==> src/rtl/cmsdk_mcu_rst_seq.sv <==
// Staged reset sequencer: maskable reset requests, minimum-width HRESETn, delayed PRESETn, sticky cause.
// Optional CMSDK_RST_SEQ_SYNC_EN adds a 2-flop synchroniser on RSTREQ ahead of masking.
module cmsdk_mcu_rst_seq #(
    parameter int unsigned NUM_SRC   = 4,
    parameter int unsigned HOLD_CYC  = 16,
    parameter int unsigned STAGE_GAP = 4,
    parameter int unsigned CW        = 8
) (
    input  logic               HCLK,
    input  logic               HRESET,
    input  logic [NUM_SRC-1:0] RSTREQ,
    input  logic [NUM_SRC-1:0] RSTREQ_MASK,
    input  logic               CAUSE_CLR,
    output logic               HRESETn,
    output logic               PRESETn,
    output logic               RST_BUSY,
    output logic [NUM_SRC-1:0] RSTCAUSE,
    output logic               POR_FLAG
);

    typedef enum logic [1:0] {
        ST_IDLE,
        ST_ASSERT,
        ST_REL_H
    } state_t;

    localparam logic [CW-1:0] HOLD_LAST = CW'(HOLD_CYC - 1);
    localparam logic [CW-1:0] GAP_LAST  = (STAGE_GAP == 0) ? '0 : CW'(STAGE_GAP - 1);

    state_t             state;
    state_t             state_nxt;
    logic [CW-1:0]      cnt;
    logic [CW-1:0]      cnt_nxt;
    logic [NUM_SRC-1:0] req_raw;
    logic [NUM_SRC-1:0] req;
    logic               any_req;

`ifdef CMSDK_RST_SEQ_SYNC_EN
    logic [NUM_SRC-1:0] sync_1;
    logic [NUM_SRC-1:0] sync_2;

    always_ff @(posedge HCLK) begin
        if (HRESET) begin
            sync_1 <= '0;
            sync_2 <= '0;
        end else begin
            sync_1 <= RSTREQ;
            sync_2 <= sync_1;
        end
    end

    assign req_raw = sync_2;
`else
    assign req_raw = RSTREQ;
`endif

    assign req     = req_raw & RSTREQ_MASK;
    assign any_req = |req;

    always_comb begin
        state_nxt = state;
        cnt_nxt   = cnt;
        case (state)
            ST_IDLE: begin
                if (any_req) begin
                    state_nxt = ST_ASSERT;
                    cnt_nxt   = '0;
                end
            end
            ST_ASSERT: begin
                // A request present at terminal count stretches the hold with cnt frozen.
                if (cnt == HOLD_LAST) begin
                    if (!any_req) begin
                        state_nxt = (STAGE_GAP == 0) ? ST_IDLE : ST_REL_H;
                        cnt_nxt   = '0;
                    end
                end else begin
                    cnt_nxt = cnt + 1'b1;
                end
            end
            ST_REL_H: begin
                if (any_req) begin
                    state_nxt = ST_ASSERT;
                    cnt_nxt   = '0;
                end else if (cnt == GAP_LAST) begin
                    state_nxt = ST_IDLE;
                    cnt_nxt   = '0;
                end else begin
                    cnt_nxt = cnt + 1'b1;
                end
            end
            default: begin
                state_nxt = ST_ASSERT;
                cnt_nxt   = '0;
            end
        endcase
    end

    // Outputs are decoded from the next state so they register alongside it.
    always_ff @(posedge HCLK) begin
        if (HRESET) begin
            state    <= ST_ASSERT;
            cnt      <= '0;
            HRESETn  <= 1'b0;
            PRESETn  <= 1'b0;
            RST_BUSY <= 1'b1;
        end else begin
            state    <= state_nxt;
            cnt      <= cnt_nxt;
            HRESETn  <= (state_nxt != ST_ASSERT);
            PRESETn  <= (state_nxt == ST_IDLE);
            RST_BUSY <= (state_nxt != ST_IDLE);
        end
    end

    always_ff @(posedge HCLK) begin
        if (HRESET) begin
            RSTCAUSE <= '0;
            POR_FLAG <= 1'b1;
        end else begin
            RSTCAUSE <= (CAUSE_CLR ? '0 : RSTCAUSE) | req;
            if (CAUSE_CLR) begin
                POR_FLAG <= 1'b0;
            end
        end
    end

endmodule

==> config.mk <==
export PLATFORM = sky130hd
export DESIGN_NAME = cmsdk_mcu_rst_seq
export DESIGN_NICKNAME = d
export VERILOG_FILES = /design/src/rtl/cmsdk_mcu_rst_seq.sv
export SDC_FILE = /design/constraint.sdc
export NUM_CORES = 1
export LEC_CHECK = 0
export ABC_AREA = 1
export CORE_MARGIN = 5
export CORE_UTILIZATION = 55
export DETAILED_ROUTE_END_ITERATION = 10
export PLACE_DENSITY = 0.83
export SETUP_SLACK_MARGIN = 0.02
export SLEW_MARGIN = 20
export SYNTH_ARGS = -nofsm -noshare
export SYNTH_HDL_FRONTEND = slang
export SYNTH_SLANG_ARGS = --single-unit
==> constraint.sdc <==
create_clock -name HCLK -period 3.55 [get_ports HCLK]
set_input_delay 0.5325 -clock HCLK [delete_from_list [all_inputs] [get_ports HCLK]]
set_output_delay 0.5325 -clock HCLK [all_outputs]
set_load 0.02 [all_outputs]
==> GITHUB_STEP_SUMMARY, run 1 <==
### Yosys + OpenROAD results

| Metric | Value |
|---|---|
| Status | finished clean |
| Top FF cell, synth | dfxtp_1 |
| Flip-flops | 18 |
| P_int | 0.0003004 W |
| Max-slew violation count | 0 |
| AO/OA Area Share | 9.122% |
| Clk pwr share | 23.2% |
| Critical Path Stages | 1 |
| Synth Area per Inst | 7.727 sq um |
| Final Worst Setup Slack | 1.764 ns |
| DRT Pass-1 Iters | 4 |
| Post-synth area from yosys stat | 0.001097 sq mm |
| TritonCTS buffer count | 3 |
| Pwr Total | 0.0004266 W |
| Post-synth seq share | 32.84% |
| Seq pwr share | 52.1% |
| Number of flip-flops in the largest register | 8 |
| CLK BUF | 3 |
| Adder share | 5.701% |
| Top class by area | logic gates |
| Tool warning count | 29 |
| Max-cap violation count | 0 |
| Clock-pin slew on the worst setup and hold paths | 0.09 ns |
| Clk Tree Root Cell | clkbuf_4 |
| Synth Warn # | 0 |
| # clock sinks | 18 |
| First-pass GRT wire length | 3525 microns |
| Cells after Synth | 142 |
| Worst setup path end | RSTCAUSE[2] |
| Placed Cells | 186 |
| Vias in the first global route | 879 |
| Top cell area share | 32.84% |
| Main logic family after synthesis | simple AND/OR/NAND/NOR gates |
| CTS Buffer Depth | 2 |
| CP Launch Type | flop |
| CP Data Required Time | 3.02 ns |
| Final hold vios | 0 |
| Crit path arrival time | 1.25 ns |
| Clock Latency Late Sink | 0.29 ns |
| DR WL/cell | 11.47 microns |
| Synth Cell Area | 0.001097 sq mm |
| CP max FO | 2 |
| Fin crit period | 1.786 ns |
| Combinational share of cell area | 48.49% |
| Detailed Place HPWL | 1776 microns |
| P_clk | 0.0000992 W |
| Yosys xor share | 0% |
| Area contributors post-synth | dfxtp_1 (33%), nand2_1 (9.2%), inv_1 (6.5%) |
| Setup TNS | 0 ns |
| Final setup fails | 0 |
| CP max stage delay | 0.62 ns |
| Remaining global-route overflow | 0 |
| P_comb | 0.000105 W |
| F_max | 559.8 MHz |
| Slowest CP cell | clkdlybuf4s50_1 |
| Nets | 180 |
| Hold endpoint | POR_FLAG |
| CTS HTree Levels | 1 |
| NonClk Buf Share | 13.56% |
| Reg2reg setup slack | 2.07 ns |
| Crit-path cells | clkdlybuf4s50_1 |
| Top-count cell post-synth | nand2_1 |
| Ys flops | 18 |
| R2R Path Start | cnt[0] |
| Power Density | 321.1 mW/mm^2 |
| Signal inverters | 22 |
| Port Buffers | 18 |
| Syn nets | 158 |
| CP delay by family, top | buffers and inverters |
| Fraction of area in clock buffers and inverters | 1.695% |
| Switching Share | 29.59% |
| Post-CTS sizing | 0 |
| Die area | 0.002988 sq mm |
| Period utilization | 50.32% |
| Boundary Pins | 19 |
| Largest registers | cnt x8, RSTCAUSE x4, state x2 |
| Setup CP Type | reg2out |
| Die X | 54.67 microns |
| Mux share of post-synthesis cell area | 0% |
| RD Place Congestion | 0.8176 |
| Logic area | 644.4 sq um |
| Fraction of registers with async set/reset | 0% |
| Biggest area consumer among synthesized cells | dfxtp_1 |
| WL final | 2168 microns |
| Count of library flops with an enable pin | 0 |
| Routed vias | 948 |
| #MultiIn Comb | 101 |
| Simple Share, Synth | 43.90% |
| Place WS | 1.606 ns |
| Worst hold path type | reg2reg |
| Slew @ Worst Pin | 0.2979 ns |
| RSZ-0062 raised after global routing | false |
| N_taps | 27 |
| Max VDD drop | 0.3464 mV |
| Layout cells sized above 1 | 21.60% |
| Fillers | 159 |
| FF-to-FF End | PRESETn |
| Final Skew | 0.001487 ns |
| Die height | 54.67 microns |
| Main power group | sequential cells |
| Hold-fix buffers, CTS | 0 |
| Leak Pwr | 0.5825 nW |
| WP buf/inv | 1 |
| Yosys cell types | 25 |
| Vias/cell | 5.016 |
| Largest net degree at the start of global routing | 10 |
| Gr usage total | 16.41% |
| Hold-critical path depth | 2 |
| Remaining DRCs | 0 |
| Initial antenna violation count | 0 |
| Worst r2r path cells | 7 |
| Placed inst area | 0.001306 sq mm |
| Slew HR | 80.12% |
| Hold path startpoint | POR_FLAG |
| Cells in synth_stat.txt | 142 |
| Switch Pwr | 0.0001263 W |
| Most flop-heavy register | cnt |
| Post-CTS setup buffer count | 0 |
| Top cells by count | nand2_1 (27), inv_1 (19), dfxtp_1 (18) |
## run 1: metal layers
metal | vias up | wire length [microns] | track usage [%]
li1 | 492 | - | -
met1 | 427 | 870 | 18.72
met2 | 25 | 1085 | 28.54
met3 | 4 | 185 | 4.087
met4 | 0 | 27 | 7.054
met5 | - | 0 | 0
## run 1: cells in the final DEF (no fill, tap or decap)
master and n:
nand4_1 3, nor2b_4 1, o21ai_1 2, o21ai_2 1
nand2_8 2, inv_1 19, a21oi_1 8, nor2_4 1
nor3_2 1, nand2_1 27, dfxtp_1 18, clkbuf_4 3
o21ai_0 6, clkdlybuf4s50_1 18, nor2_2 3, nand3_1 9
nand3_4 1, inv_2 2, a21boi_2 1, nand2_4 3
ha_1 5, nor2_8 1, nor2_1 12, inv_6 1
nand2_2 9, nand3_2 5
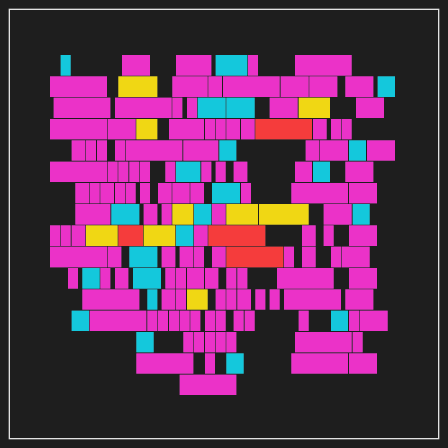
Run 1: cell sizes after repair
legend:
  x1 and smaller:
    colour: magenta
    cells: 127
    most_used: nand2_1
  x6 and larger:
    colour: red
    cells: 4
    most_used: nand2_8
  x2:
    colour: cyan
    cells: 22
    most_used: nand2_2
  x3 and x4:
    colour: yellow
    cells: 9
Non-clock buffers: 18
Area growth syn-to-layout: 21.09%
Post-Layout Inst Area: 0.001329 sq mm

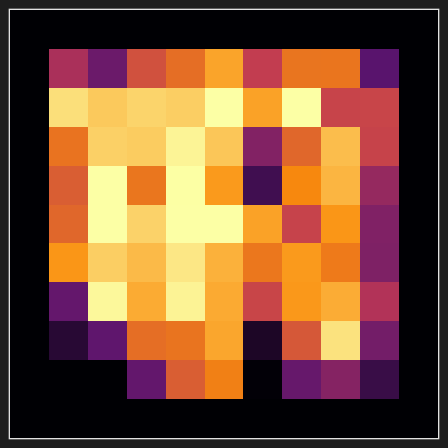
Run 1: cell density map
The die is cut into 11 by 11 equal tiles; black is low, pale yellow is high, 0 to 100% covered.
tiles over 75% full: 31%
emptiest ninth of the die: bottom left
fullest tile: 100%
mean over tiles: 43%
nearly empty tiles: 36%
post-layout util: 69.14%
FP Util: 57.10%
Core ar.: 0.001922 sq mm

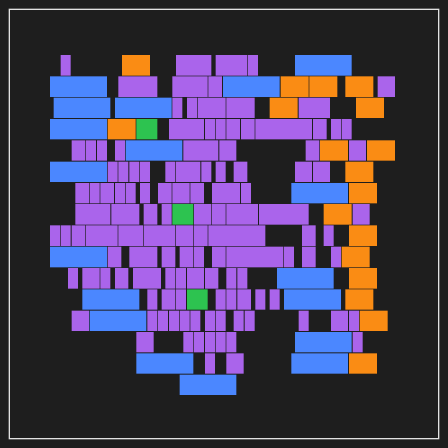
Run 1: cells coloured by class
legend:
  clock-net drivers:
    colour: green
    cells: 3
  remaining buffers and delay cells:
    colour: orange
    cells: 18
  remaining logic cells:
    colour: purple
    cells: 123
  sequential cells:
    colour: blue
    cells: 18
flop share of the area: 27.12%
Cell Rows: 16

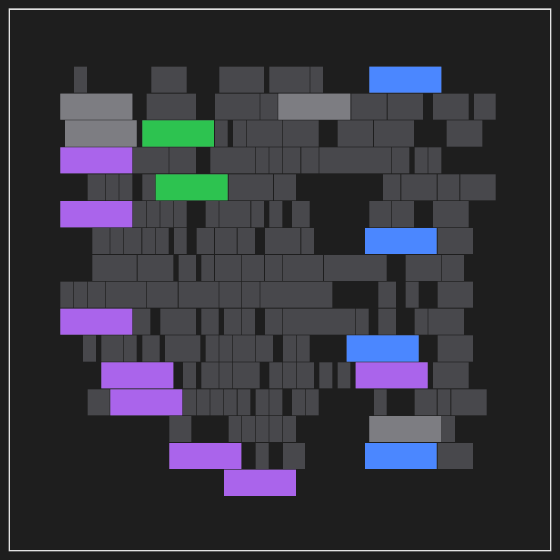
Run 1: register map, names as in the netlist
legend:
  cnt:
    colour: purple
    sequential_cells: 8
  state:
    colour: green
    sequential_cells: 2
  RSTCAUSE:
    colour: blue
    sequential_cells: 4
Reg area: 360.3 sq um
seq pwr: 0.000222 W

==> run 2, diff against run 1 <==
CORE_UTILIZATION = 51   (was 55)
PLACE_DENSITY = 0.77   (was 0.83)
clock period = 1.76 ns   (was 3.55 ns; I/O delays follow)
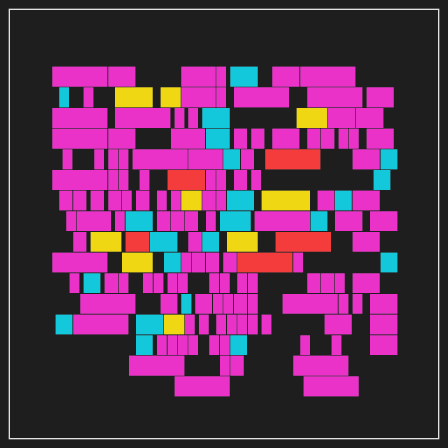
Run 2: cell sizes after repair
legend:
  x6 and larger:
    colour: red
    cells: 5
    most_used: nand2_8
  x3 and x4:
    colour: yellow
    cells: 9
  x1 and smaller:
    colour: magenta
    cells: 127
    most_used: nand2_1
  x2:
    colour: cyan
    cells: 22
    most_used: nand2_2
Final Worst Setup Slack: 0.2305 ns
Post-Layout Inst Area: 0.001343 sq mm
Area growth syn-to-layout: 22.35%

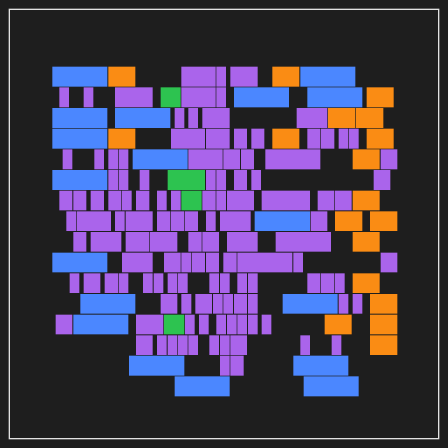
Run 2: cells coloured by class
legend:
  remaining logic cells:
    colour: purple
    cells: 123
  remaining buffers and delay cells:
    colour: orange
    cells: 18
  clock drivers and dummy loads:
    colour: green
    cells: 4
  sequential cells:
    colour: blue
    cells: 18
flop share of the area: 26.84%
Core ar.: 0.002002 sq mm

==> run 2 against run 1 <==
Worst setup slack worse by 1.5 ns. Sequential share of layout area down 0.28 points. Cell count up 0.53%. Sequential power up 100%. Routed wire length up 3.2%. Critical path depth unchanged. Worst hold slack better by 0.0045 ns. Cell area up 1.0%. Synthesized cell count unchanged. Power up 120%.
==> GITHUB_STEP_SUMMARY, run 2 <==
### Yosys + OpenROAD results

| Metric | Value |
|---|---|
| Max VDD drop | 0.5429 mV |
| Switching Share | 29.54% |
| Most flop-heavy register | cnt |
| RSZ-0062 raised after global routing | false |
| F_max | 653.8 MHz |
| Top cells by count | nand2_1 (27), inv_1 (19), dfxtp_1 (18) |
| Fin crit period | 1.530 ns |
| Flip-flops | 18 |
| Top class by area | logic gates |
| Vias/cell | 5.121 |
| Setup TNS | 0 ns |
| Fillers | 184 |
| P_clk | 0.000262 W |
| WP buf/inv | 1 |
| Seq pwr share | 48.5% |
| Cells after Synth | 142 |
| Switch Pwr | 0.0002736 W |
| Top cells excl fill/tap | nand2_1 (27), inv_1 (19), dfxtp_1 (18), clkdlybuf4s50_1 (18), nor2_1 (12) |
| DRT Pass-1 Iters | 4 |
| Syn nets | 158 |
| Post-CTS sizing | 0 |
| Post-synth area from yosys stat | 0.001097 sq mm |
| Met3 Track Usage GR | 4.817% |
| Final setup fails | 0 |
| Combinational share of cell area | 48.00% |
| RD Place Congestion | 0.8892 |
| N_taps | 27 |
| WL final | 2237 microns |
| ANT nets after route | 0 |
| Met2 Usage GRT | 26.54% |
| CTS Buffer Depth | 2 |
| TritonCTS buffer count | 3 |
| Die X | 56.39 microns |
| #MultiIn Comb | 101 |
| Biggest area consumer among synthesized cells | dfxtp_1 |
| Clock-pin slew on the worst setup and hold paths | 0.11 ns |
| Worst r2r path cells | 8 |
| Crit-path cells | clkdlybuf4s50_1 |
| Crit. Startpoint | RSTCAUSE[0] |
| Final hold vios | 0 |
| CP delay by family, top | buffers and inverters |
| Clk pwr share | 28.3% |
| Top-count cell post-synth | nand2_1 |
| Routed vias | 973 |
| Synth Cell Area | 0.001097 sq mm |
| Tool warning count | 29 |
| Clk Tree Root Cell | clkbuf_4 |
| Hold-fix buffers, CTS | 0 |
| Post-CTS setup buffer count | 0 |
| Cell Rows | 16 |
| CTS HTree Levels | 1 |
| CP Data Required Time | 1.50 ns |
| Largest registers | cnt x8, RSTCAUSE x4, state x2 |
| Detailed Place HPWL | 1920 microns |
| Synth Warn # | 0 |
| Top FF cell, synth | dfxtp_1 |
| # clock sinks | 18 |
| P_int | 0.0006526 W |
| CP max stage delay | 0.61 ns |
| Max-cap violation count | 0 |
| Remaining global-route overflow | 0 |
| Vias in the first global route | 929 |
| Remaining DRCs | 0 |
| Yosys cell types | 25 |
| Critical Path Stages | 1 |
| P_comb | 0.000215 W |
| Hold endpoint | POR_FLAG |
| Most common logic cell in the routed design | nand2_1 |
| Pwr Total | 0.0009262 W |
| Ys flops | 18 |
| Die area | 0.003179 sq mm |
| Initial antenna violation count | 0 |
| Area contributors post-synth | dfxtp_1 (33%), nand2_1 (9.2%), inv_1 (6.5%) |
| Slew @ Worst Pin | 0.2994 ns |
| Setup CP Type | reg2out |
| Nets | 180 |
| Top cell area share | 32.84% |
| Non-clock buffers | 18 |
| Period utilization | 86.91% |
| Clock Latency Late Sink | 0.30 ns |
| DR WL/cell | 11.77 microns |
| Post-synth seq share | 32.84% |
| Max-slew violation count | 0 |
| Count of library flops with an enable pin | 0 |
| Logic area | 644.4 sq um |
| Main power group | sequential cells |
| Largest net degree at the start of global routing | 11 |
| Leak Pwr | 0.5897 nW |
| Place WS | 0.05332 ns |
| First-pass GRT wire length | 3815 microns |
| Boundary Pins | 19 |
| FF-to-FF End | RST_BUSY |
| Synth Area per Inst | 7.727 sq um |
| CLK BUF | 4 |
| Fraction of area in clock buffers and inverters | 2.703% |
| Wire length on met3 | 166 microns |
| CTS tree | done |
| DR top layer | met4 |
| Power Density | 689.9 mW/mm^2 |
| FP Util | 54.81% |
| Hold-critical path depth | 2 |
| Die height | 56.39 microns |
| Met1 usage | 15.19% |
| Hold path startpoint | POR_FLAG |
| Fraction of registers with async set/reset | 0% |
| Reg2reg setup slack | 0.28 ns |
| R2R Path Start | cnt[1] |
| Worst setup path end | RSTCAUSE[0] |
| Reg area | 360.3 sq um |
| CP Launch Type | flop |
| M1 WL | 858 microns |
| Layout cells sized above 1 | 22.09% |
| CP max FO | 2 |
| Metal2 WL | 1139 microns |
| NonClk Buf Share | 13.42% |
| Worst hold path type | reg2reg |
| Crit path arrival time | 1.27 ns |
| Slew HR | 80.02% |
| Comb power frac | 23.2% |
| Gr usage total | 14.93% |
| Status | finished clean |
| Number of flip-flops in the largest register | 8 |
| Final Skew | 0.007686 ns |
| Port Buffers | 18 |
| Cells in synth_stat.txt | 142 |
| Signal inverters | 22 |
| Busiest grt layer | met2 |
| Slowest CP cell | clkdlybuf4s50_1 |
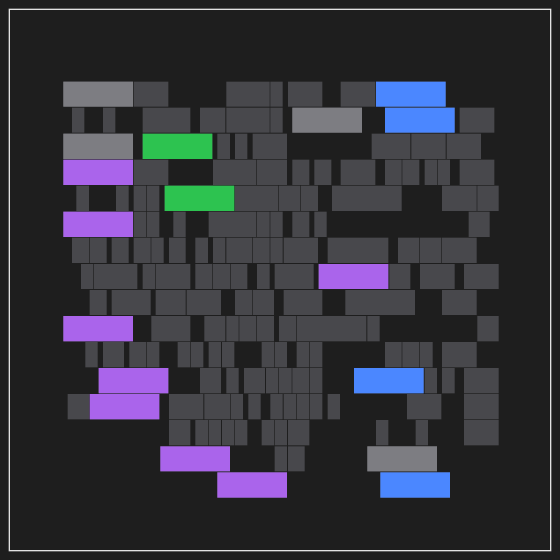
Run 2: register map, names as in the netlist
legend:
  cnt:
    colour: purple
    sequential_cells: 8
  state:
    colour: green
    sequential_cells: 2
  RSTCAUSE:
    colour: blue
    sequential_cells: 4
post-layout util: 67.06%
seq pwr: 0.000449 W

==> run 2: per-stage QoR <==
step,hold WS [ns],std cells,area (sq um)
4_1_cts,0.4638,190,1343
3_3_place_gp,0.4330,186,1306
5_1_grt,0.4824,190,1343
2_1_floorplan,0.4316,142,1097
3_5_place_dp,0.4448,186,1306
6_report,0.4577,190,1343
==> run 2: cells by family (layout without fill, tap and decap cells) <==
| kind of cell | after synthesis | in the layout | synth area share [%] |
|---|---|---|---|
| flip-flops | 18 | 18 | 32.84 |
| buffers and inverters | 23 | 44 | 8.438 |
| AND/OR/NAND/NOR | 78 | 78 | 43.90 |
| adder cells (fa/ha/maj) | 5 | 5 | 5.701 |
| AND-OR/OR-AND | 18 | 18 | 9.122 |
Run 2, cell density map:
The die is cut into 11 by 11 equal tiles; black is low, pale yellow is high, 0 to 100% covered.
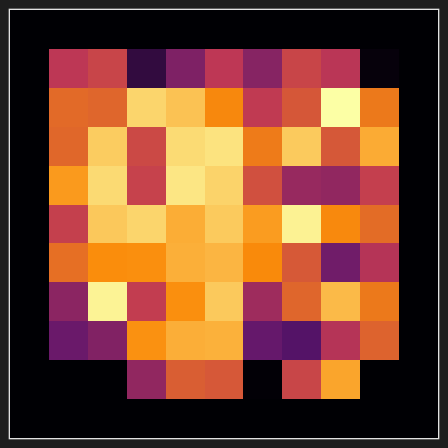

==> run 3, diff against run 2 <==
CORE_UTILIZATION = 60   (was 51)
DONT_BUFFER_PORTS = 1   (was default)
PLACE_DENSITY = 0.76   (was 0.77)
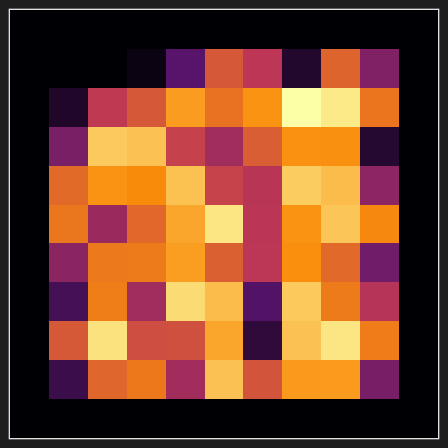
Run 3: cell density map
The die is cut into 11 by 11 equal tiles; black is low, pale yellow is high, 0 to 100% covered.
mean over tiles: 40%
tiles over 75% full: 23%
fullest tile: 100%
densest ninth of the die: middle
nearly empty tiles: 35%
emptiest ninth of the die: top left
Core ar.: 0.001727 sq mm
post-layout util: 66.38%
FP Util: 63.55%

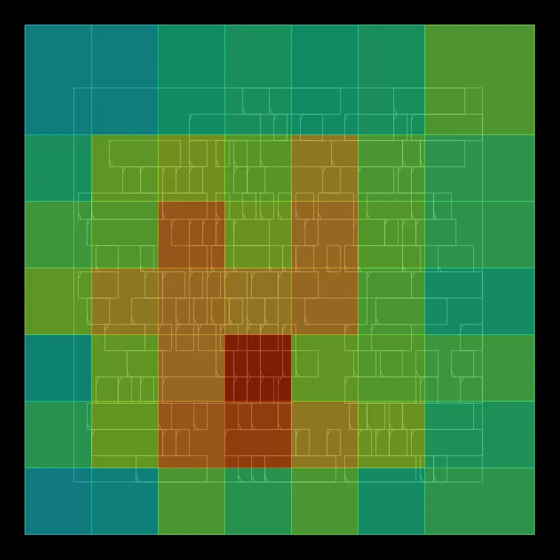
Run 3: congestion heat map
met1 usage: 19.07%
met2 Usage GRT: 28.72%
DR WL/cell: 11.65 microns

==> run 3 against run 2 <==
Routed wire length fell by 12%. Maximum frequency rose by 3.8%. Critical path depth rose by 7. Area after synthesis did not move. Clock-buffer cell count fell by 1. Sequential cell count did not move. Cell area fell by 15%. Power fell by 12%. Clock skew rose by 0.0010 ns. Critical endpoint is now cnt[1].
==> GITHUB_STEP_SUMMARY, run 3 <==
### Yosys + OpenROAD results

| Metric | Value |
|---|---|
| Status | finished clean |
| Nets | 162 |
| CTS tree | done |
| RSZ-0062 raised after global routing | false |
| Busiest grt layer | met2 |
| M1 WL | 877 microns |
| Synth Area per Inst | 7.727 sq um |
| Biggest area consumer among synthesized cells | dfxtp_1 |
| Max-slew violation count | 0 |
| Yosys xor share | 0% |
| Most flop-heavy register | cnt |
| Largest net degree at the start of global routing | 10 |
| Mux share of post-synthesis cell area | 0% |
| Simple Share, Synth | 43.90% |
| Port Buffers | 0 |
| Worst r2r path cells | 8 |
| Number of flip-flops in the largest register | 8 |
| R2R Path Start | cnt[0] |
| Main logic family after synthesis | simple AND/OR/NAND/NOR gates |
| Worst setup path end | cnt[1] |
| F_max | 678.8 MHz |
| Period utilization | 83.70% |
| Fin crit period | 1.473 ns |
| Tool warning count | 29 |
| Power Density | 707.2 mW/mm^2 |
| Top cells by count | nand2_1 (27), inv_1 (19), dfxtp_1 (18) |
| Fraction of registers with async set/reset | 0% |
| Logic area | 644.4 sq um |
| Top-count cell post-synth | nand2_1 |
| Post-CTS sizing | 0 |
| Placed Cells | 166 |
| Synth Cell Area | 0.001097 sq mm |
| Layout cells sized above 1 | 24.31% |
| Met3 Track Usage GR | 3.419% |
| Metal2 WL | 928 microns |
| Hold endpoint | RSTCAUSE[2] |
| Cell Rows | 15 |
| ANT nets after route | 0 |
| Clock Latency Late Sink | 0.29 ns |
| RD Place Congestion | 0.8782 |
| Boundary Pins | 19 |
| Cells after Synth | 142 |
| Leak Pwr | 0.5138 nW |
| TritonCTS buffer count | 3 |
| Top cells excl fill/tap | nand2_1 (27), inv_1 (19), dfxtp_1 (18) |
| Synth Warn # | 0 |
| Hold Slack | 0.01991 ns |
| Remaining global-route overflow | 0 |
| Worst hold path type | in2reg |
| Reg2reg setup slack | 0.29 ns |
| CTS Buffer Depth | 2 |
| Pwr Total | 0.0008105 W |
| Gr usage total | 16.88% |
| Post-Layout Inst Area | 0.001146 sq mm |
| Area contributors post-synth | dfxtp_1 (33%), nand2_1 (9.2%), inv_1 (6.5%) |
| CP Launch Type | flop |
| Clk Tree Root Cell | clkbuf_4 |
| Top cell area share | 32.84% |
| AO/OA Area Share | 9.122% |
| Crit path arrival time | 1.66 ns |
| DR top layer | met4 |
| Slew HR | 79.47% |
| First-pass GRT wire length | 3408 microns |
| Die height | 52.77 microns |
| WL final | 1969 microns |
| Hold-fix buffers, CTS | 0 |
| Routed vias | 863 |
| # clock sinks | 18 |
| Top FF cell, synth | dfxtp_1 |
| Count of library flops with an enable pin | 0 |
| Cells in synth_stat.txt | 142 |
| Die area | 0.002784 sq mm |
| Vias/cell | 5.107 |
| Final Skew | 0.008710 ns |
| Final setup fails | 0 |
| Post-CTS setup buffer count | 0 |
| Slew @ Worst Pin | 0.3076 ns |
| Setup TNS | 0 ns |
| Adder share | 5.701% |
| Post-synth seq share | 32.84% |
| Vias in the first global route | 840 |
| Hold path startpoint | HRESET |
| FF-to-FF End | cnt[1] |
| CP Data Required Time | 1.94 ns |
| Ys flops | 18 |
| Clock-pin slew on the worst setup and hold paths | 0.10 ns |
| Largest registers | cnt x8, RSTCAUSE x4, state x2 |
| Yosys cell types | 25 |
| Die X | 52.77 microns |
| Fillers | 175 |
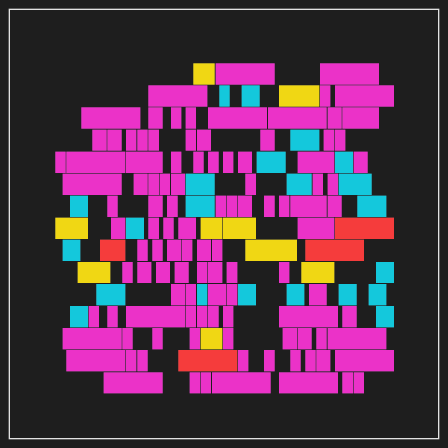
Run 3: cell sizes after repair
legend:
  x2:
    colour: cyan
    cells: 22
    most_used: nand2_2
  x6 and larger:
    colour: red
    cells: 4
    most_used: nand2_8
  x1 and smaller:
    colour: magenta
    cells: 109
    most_used: nand2_1
  x3 and x4:
    colour: yellow
    cells: 9
Final Worst Setup Slack: 0.2868 ns
Area growth syn-to-layout: 4.447%

==> run 3: power by group <==
group | switching, W | total [W] | internal [W]
Combinational | 0.0000927 | 0.000148 | 0.0000549
Sequential | 0.0000328 | 0.000466 | 0.000433
Clock | 0.000118 | 0.000197 | 0.0000797
Total | 0.000243 | 0.000811 | 0.000567
==> run 3: worst max-delay path: stages, from the launching register on <==
cell	delay [ns]
dfxtp_1	0.36
ha_1	0.22
nand3_2	0.14
o21ai_0	0.25
nand2_2	0.13
nand2_2	0.10
nand2_4	0.06
nand2_4	0.07
nor2_1	0.04
==> run 3: area by class of cell <==
| class | instances | share of cell area, % |
|---|---|---|
| well taps | 25 | 2.729 |
| flip-flops and latches | 18 | 31.44 |
| multi-input cells | 101 | 56.22 |
| inverters | 22 | 7.642 |
| clock buffers | 3 | 1.965 |
Power and IR drop assume default switching activity.
